--- config.mk ---
export PLATFORM = sky130hd
export DESIGN_NAME = display_scan_ctrl
export DESIGN_NICKNAME = d
export VERILOG_FILES = /design/src/rtl/display_scan_ctrl.sv
export SDC_FILE = /design/constraint.sdc
export NUM_CORES = 1
export LEC_CHECK = 0
export CAP_MARGIN = 15
export CORE_MARGIN = 3
export CORE_UTILIZATION = 55
export DETAILED_ROUTE_END_ITERATION = 12
export PLACE_DENSITY = 0.74
export SLEW_MARGIN = 10
export SYNTH_ARGS = -nofsm -noshare
export SYNTH_HDL_FRONTEND = slang
export SYNTH_SLANG_ARGS = --single-unit
export TNS_END_PERCENT = 30
--- constraint.sdc ---
create_clock -name clock -period 2.2 [get_ports clock]
set_input_delay 0.33 -clock clock [delete_from_list [all_inputs] [get_ports clock]]
set_output_delay 0.33 -clock clock [all_outputs]
set_load 0.02 [all_outputs]
--- src/rtl/display_scan_ctrl.sv ---
// Multiplexed 4-digit error display: scans digit enables, latches sensor error flags
// with bit-0 priority, blinks while an error is shown and handles operator acknowledge.
//
// state | meaning
// IDLE  | no error latched, display blank, waiting for a sensor flag
// SHOW  | error latched, digits scanned with blink, ack clears the latch
// HOLD  | acknowledged while the source is still active; wait for all flags low
module display_scan_ctrl #(
  parameter int SCAN_DIV    = 50000,
  parameter int BLINK_SLOTS = 250
) (
  input  logic       clock,
  input  logic       reset,
  input  logic [3:0] erro_sensor,
  input  logic       ack,
  output logic [1:0] digito,
  output logic [3:0] anodo,
  output logic [1:0] codigo,
  output logic       erro_ativo
);

  localparam int PW = $clog2(SCAN_DIV);
  localparam int SW = (BLINK_SLOTS > 1) ? $clog2(BLINK_SLOTS) : 1;
  localparam logic [PW-1:0] PRESC_MAX = PW'(SCAN_DIV - 1);
  localparam logic [SW-1:0] SLOT_MAX  = SW'(BLINK_SLOTS - 1);

  typedef enum logic [1:0] {IDLE, SHOW, HOLD} state_t;

  state_t        r_state, w_state_nxt;
  logic [PW-1:0] r_presc;
  logic [SW-1:0] r_slot, w_slot_nxt;
  logic          r_blink, w_blink_nxt;
  logic [3:0]    r_latch, w_latch_nxt;
  logic [1:0]    r_digito, w_digito_nxt;
  logic [3:0]    r_anodo, w_anodo_nxt;
  logic [1:0]    r_codigo, w_codigo_nxt;
  logic          r_erro_ativo;
  logic          w_tc;

  always_comb begin
    w_tc         = (r_presc == PRESC_MAX);
    w_digito_nxt = w_tc ? r_digito + 2'd1 : r_digito;
    w_state_nxt  = r_state;
    w_latch_nxt  = r_latch;
    w_slot_nxt   = r_slot;
    w_blink_nxt  = r_blink;

    if (w_tc) begin
      if (r_slot == SLOT_MAX) begin
        w_slot_nxt  = '0;
        w_blink_nxt = ~r_blink;
      end else begin
        w_slot_nxt = r_slot + SW'(1);
      end
    end

    case (r_state)
      IDLE: begin
        w_latch_nxt = r_latch | erro_sensor;
        // Entering SHOW restarts the blink phase so the error is visible at once
        if (erro_sensor != 4'b0000) begin
          w_state_nxt = SHOW;
          w_blink_nxt = 1'b1;
          w_slot_nxt  = '0;
        end
      end
      SHOW: begin
        if (ack) begin
          w_latch_nxt = 4'b0000;
          w_state_nxt = ((erro_sensor & r_latch) != 4'b0000) ? HOLD : IDLE;
        end else begin
          w_latch_nxt = r_latch | erro_sensor;
        end
      end
      HOLD: begin
        if (erro_sensor == 4'b0000) w_state_nxt = IDLE;
      end
      default: w_state_nxt = IDLE;
    endcase

    casez (w_latch_nxt)
      4'b???1: w_codigo_nxt = 2'd0;
      4'b??10: w_codigo_nxt = 2'd1;
      4'b?100: w_codigo_nxt = 2'd2;
      4'b1000: w_codigo_nxt = 2'd3;
      default: w_codigo_nxt = 2'd0;
    endcase

    w_anodo_nxt = (w_state_nxt == SHOW && w_blink_nxt) ? ~(4'b0001 << w_digito_nxt) : 4'b1111;
  end

  // Outputs are registered from next-state values so they align with the state register
  always_ff @(posedge clock) begin
    if (reset) begin
      r_state      <= IDLE;
      r_latch      <= 4'b0000;
      r_presc      <= '0;
      r_slot       <= '0;
      r_blink      <= 1'b1;
      r_digito     <= 2'd0;
      r_codigo     <= 2'd0;
      r_erro_ativo <= 1'b0;
      r_anodo      <= 4'b1111;
    end else begin
      r_state      <= w_state_nxt;
      r_latch      <= w_latch_nxt;
      r_presc      <= w_tc ? '0 : r_presc + PW'(1);
      r_slot       <= w_slot_nxt;
      r_blink      <= w_blink_nxt;
      r_digito     <= w_digito_nxt;
      r_codigo     <= w_codigo_nxt;
      r_erro_ativo <= (w_state_nxt == SHOW);
      r_anodo      <= w_anodo_nxt;
    end
  end

  assign digito     = r_digito;
  assign anodo      = r_anodo;
  assign codigo     = r_codigo;
  assign erro_ativo = r_erro_ativo;

endmodule

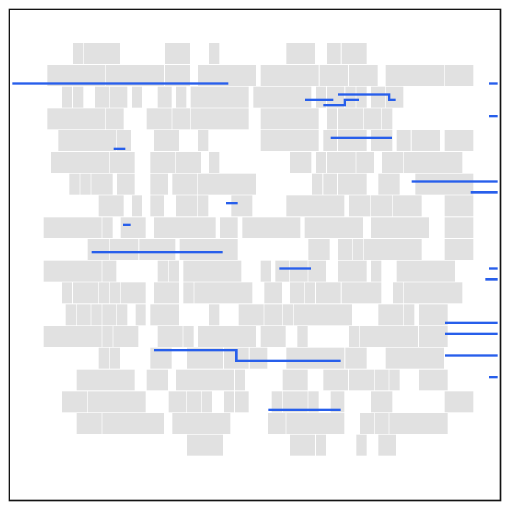
*Signal wires on met3*
Drawn at 8 px/um.
The wires run mostly horizontal. The layer holds 4.7% of the routed length. The layer carries 142 um of wire. 19 nets have wire on it. The longest straight run is 26.7 um.
wire length after detailed routing: 3.010 mm
number of vias in the routed layout: 1325
met3 usage in global routing: 6.499%

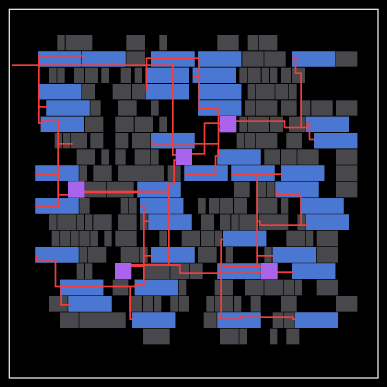
*Clock network drawn from the DEF*
Drawn at 6 px/um.
clock wires: drawn in red, length 401 um. cells driving clock nets: drawn in purple, count 5. flip-flops: drawn in blue, count 40.
There are 6 routed clock nets. Position of the flops: all over the die.

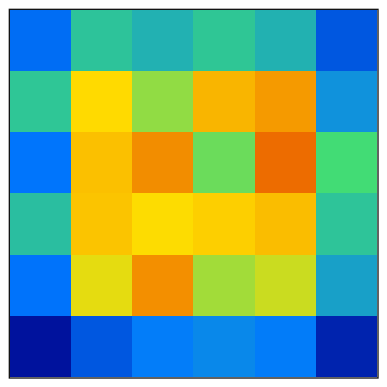
*Cell area per tile*
Drawn at 6 px/um. 6 x 6 tiles, from dark blue (low) to red (high), 0 to 100% covered.
The densest ninth of the die: middle. The emptiest ninth of the die: bottom left. The mean over all tiles is 50%. 28% of the tiles are over 75% full.

==> results.txt <==
The synthesis and PnR run went through. Global-route wire length before repair landed at 5.354 mm. The post-synth register bit count is 40. Total clock network power landed at about 0.4 mW. The worst setup path is launched from a flip-flop.

Adding up every negative setup slack in the final design gives 0 ns. For reference, the most critical setup path is categorized as reg -> reg. The timing report gives the biggest stage delay along the critical path as approximately 0.46 ns. After detailed routing, the number of remaining DRC violations is 0.

The global routing report lists combined usage of all routing layers as 19.50%. Of the total standard cell area in the layout, the sequential portion is 41.59%. Per the cell usage report, the commonest logic cell in the layout is dfxtp_1. Per-instance average area after synthesis landed at just over 9 um^2. Number of global-route vias before repair landed at 1246. Final period demand of the worst path landed at 1.851 ns. Die height landed at roughly 61 um. After synthesis the cells add up to 1677 um^2. The final layout report lists a filler cell count of 237. Measured slew at the worst slew-check pin landed at about 0.53 ns. Per the final layout report, the fraction of cells sized above drive strength 1 comes to 7.426%. Of the total synthesized cell area, the portion taken by XOR and XNOR cells is 12.01%. Headroom to the max-slew limit landed at 64.54%. The flow ran to the end, and the final reports show no timing, DRC or antenna violations. Net total in the final layout landed at 211. Synthesis produced a netlist with a net count of 192. Cell internal power was estimated by the tool at 0.9443 mW. Worst setup slack before clock tree synthesis landed at approximately 0.20 ns. In the global route stage, met1 resource usage came out at between 20% and 30%.

CTS reports a maximum clock tree buffer depth of 2. The total area inside the core boundary comes to roughly 2800 um^2. Starting DRC count in detailed routing landed at 109.

The clock arrives with 0.01194 ns of skew. Listed in order, past its start point the critical path passes nor4_4 > nand4_4 > o31a_1 > or4_1. Fraction of the mapped netlist area in compound gates landed at 5.522%.

Power drawn by the sequential cells landed at 0.756 mW. In this run, distinct cell masters in the synthesized netlist total 36. The initialized floorplan defines 19 standard-cell rows. Number of buffers other than clock buffers in the final layout landed at 17.

Summing internal, switching and leakage power gives 1.239 mW. Layout buffering overhead excluding clock cells landed at 8.577%. In the final report, the number of pins over their slew limit comes to 0. The report shows a maximum critical-path fanout of 9. The layout contains a multi-input combinational cell count of 134.
path summary, 6_finish.rpt:
path,startpoint,end,slack (ns),depth (start not counted)
max,r_presc[12]$_SDFF_PP0_,r_blink$_SDFF_PP1_,0.35,4
min,r_presc[0]$_SDFF_PP0_,r_presc[0]$_SDFF_PP0_,0.45,1
max reg2reg,r_presc[12]$_SDFF_PP0_,r_blink$_SDFF_PP1_,0.35,4
min reg2reg,r_presc[0]$_SDFF_PP0_,r_presc[0]$_SDFF_PP0_,0.45,1
state kept, by name (all words and copies together) (netlist names):
register / flops
r_presc: 16
r_slot: 8
anodo: 4
r_latch: 4
codigo: 2
digito: 2
r_state: 2
erro_ativo: 1
r_blink: 1
cells in the mapped netlist, drive strengths merged:
| cell | n | area, um^2 |
|---|---|---|
| xnor2 | 12 | 105.1 |
| a31oi | 1 | 6.260 |
| nand2 | 14 | 52.55 |
| or4 | 1 | 7.510 |
| o21ai | 2 | 10.01 |
| nand3 | 7 | 35.03 |
| nor4 | 4 | 40.04 |
| dfxtp | 40 | 800.8 |
| clkbuf | 3 | 11.26 |
| xor2 | 11 | 96.34 |
| nor2b | 2 | 12.51 |
| inv | 3 | 11.26 |
| ha | 3 | 37.54 |
| or3 | 1 | 6.260 |
| a21oi | 6 | 30.03 |
| nand4 | 4 | 40.04 |
| mux2i | 1 | 10.01 |
| o32a | 1 | 10.01 |
| and4bb | 1 | 12.51 |
| and4b | 1 | 10.01 |
| nor3 | 6 | 30.03 |
| nand2b | 3 | 18.77 |
| o31a | 2 | 18.77 |
| nor3b | 2 | 15.01 |
| nor2 | 35 | 131.4 |
| and4 | 4 | 36.29 |
| a221oi | 1 | 8.760 |
| buf | 2 | 10.01 |
| nand3b | 3 | 22.52 |
| and2 | 1 | 6.260 |
| and3 | 4 | 25.02 |
| a22o | 1 | 8.760 |
Power and IR drop assume default switching activity.
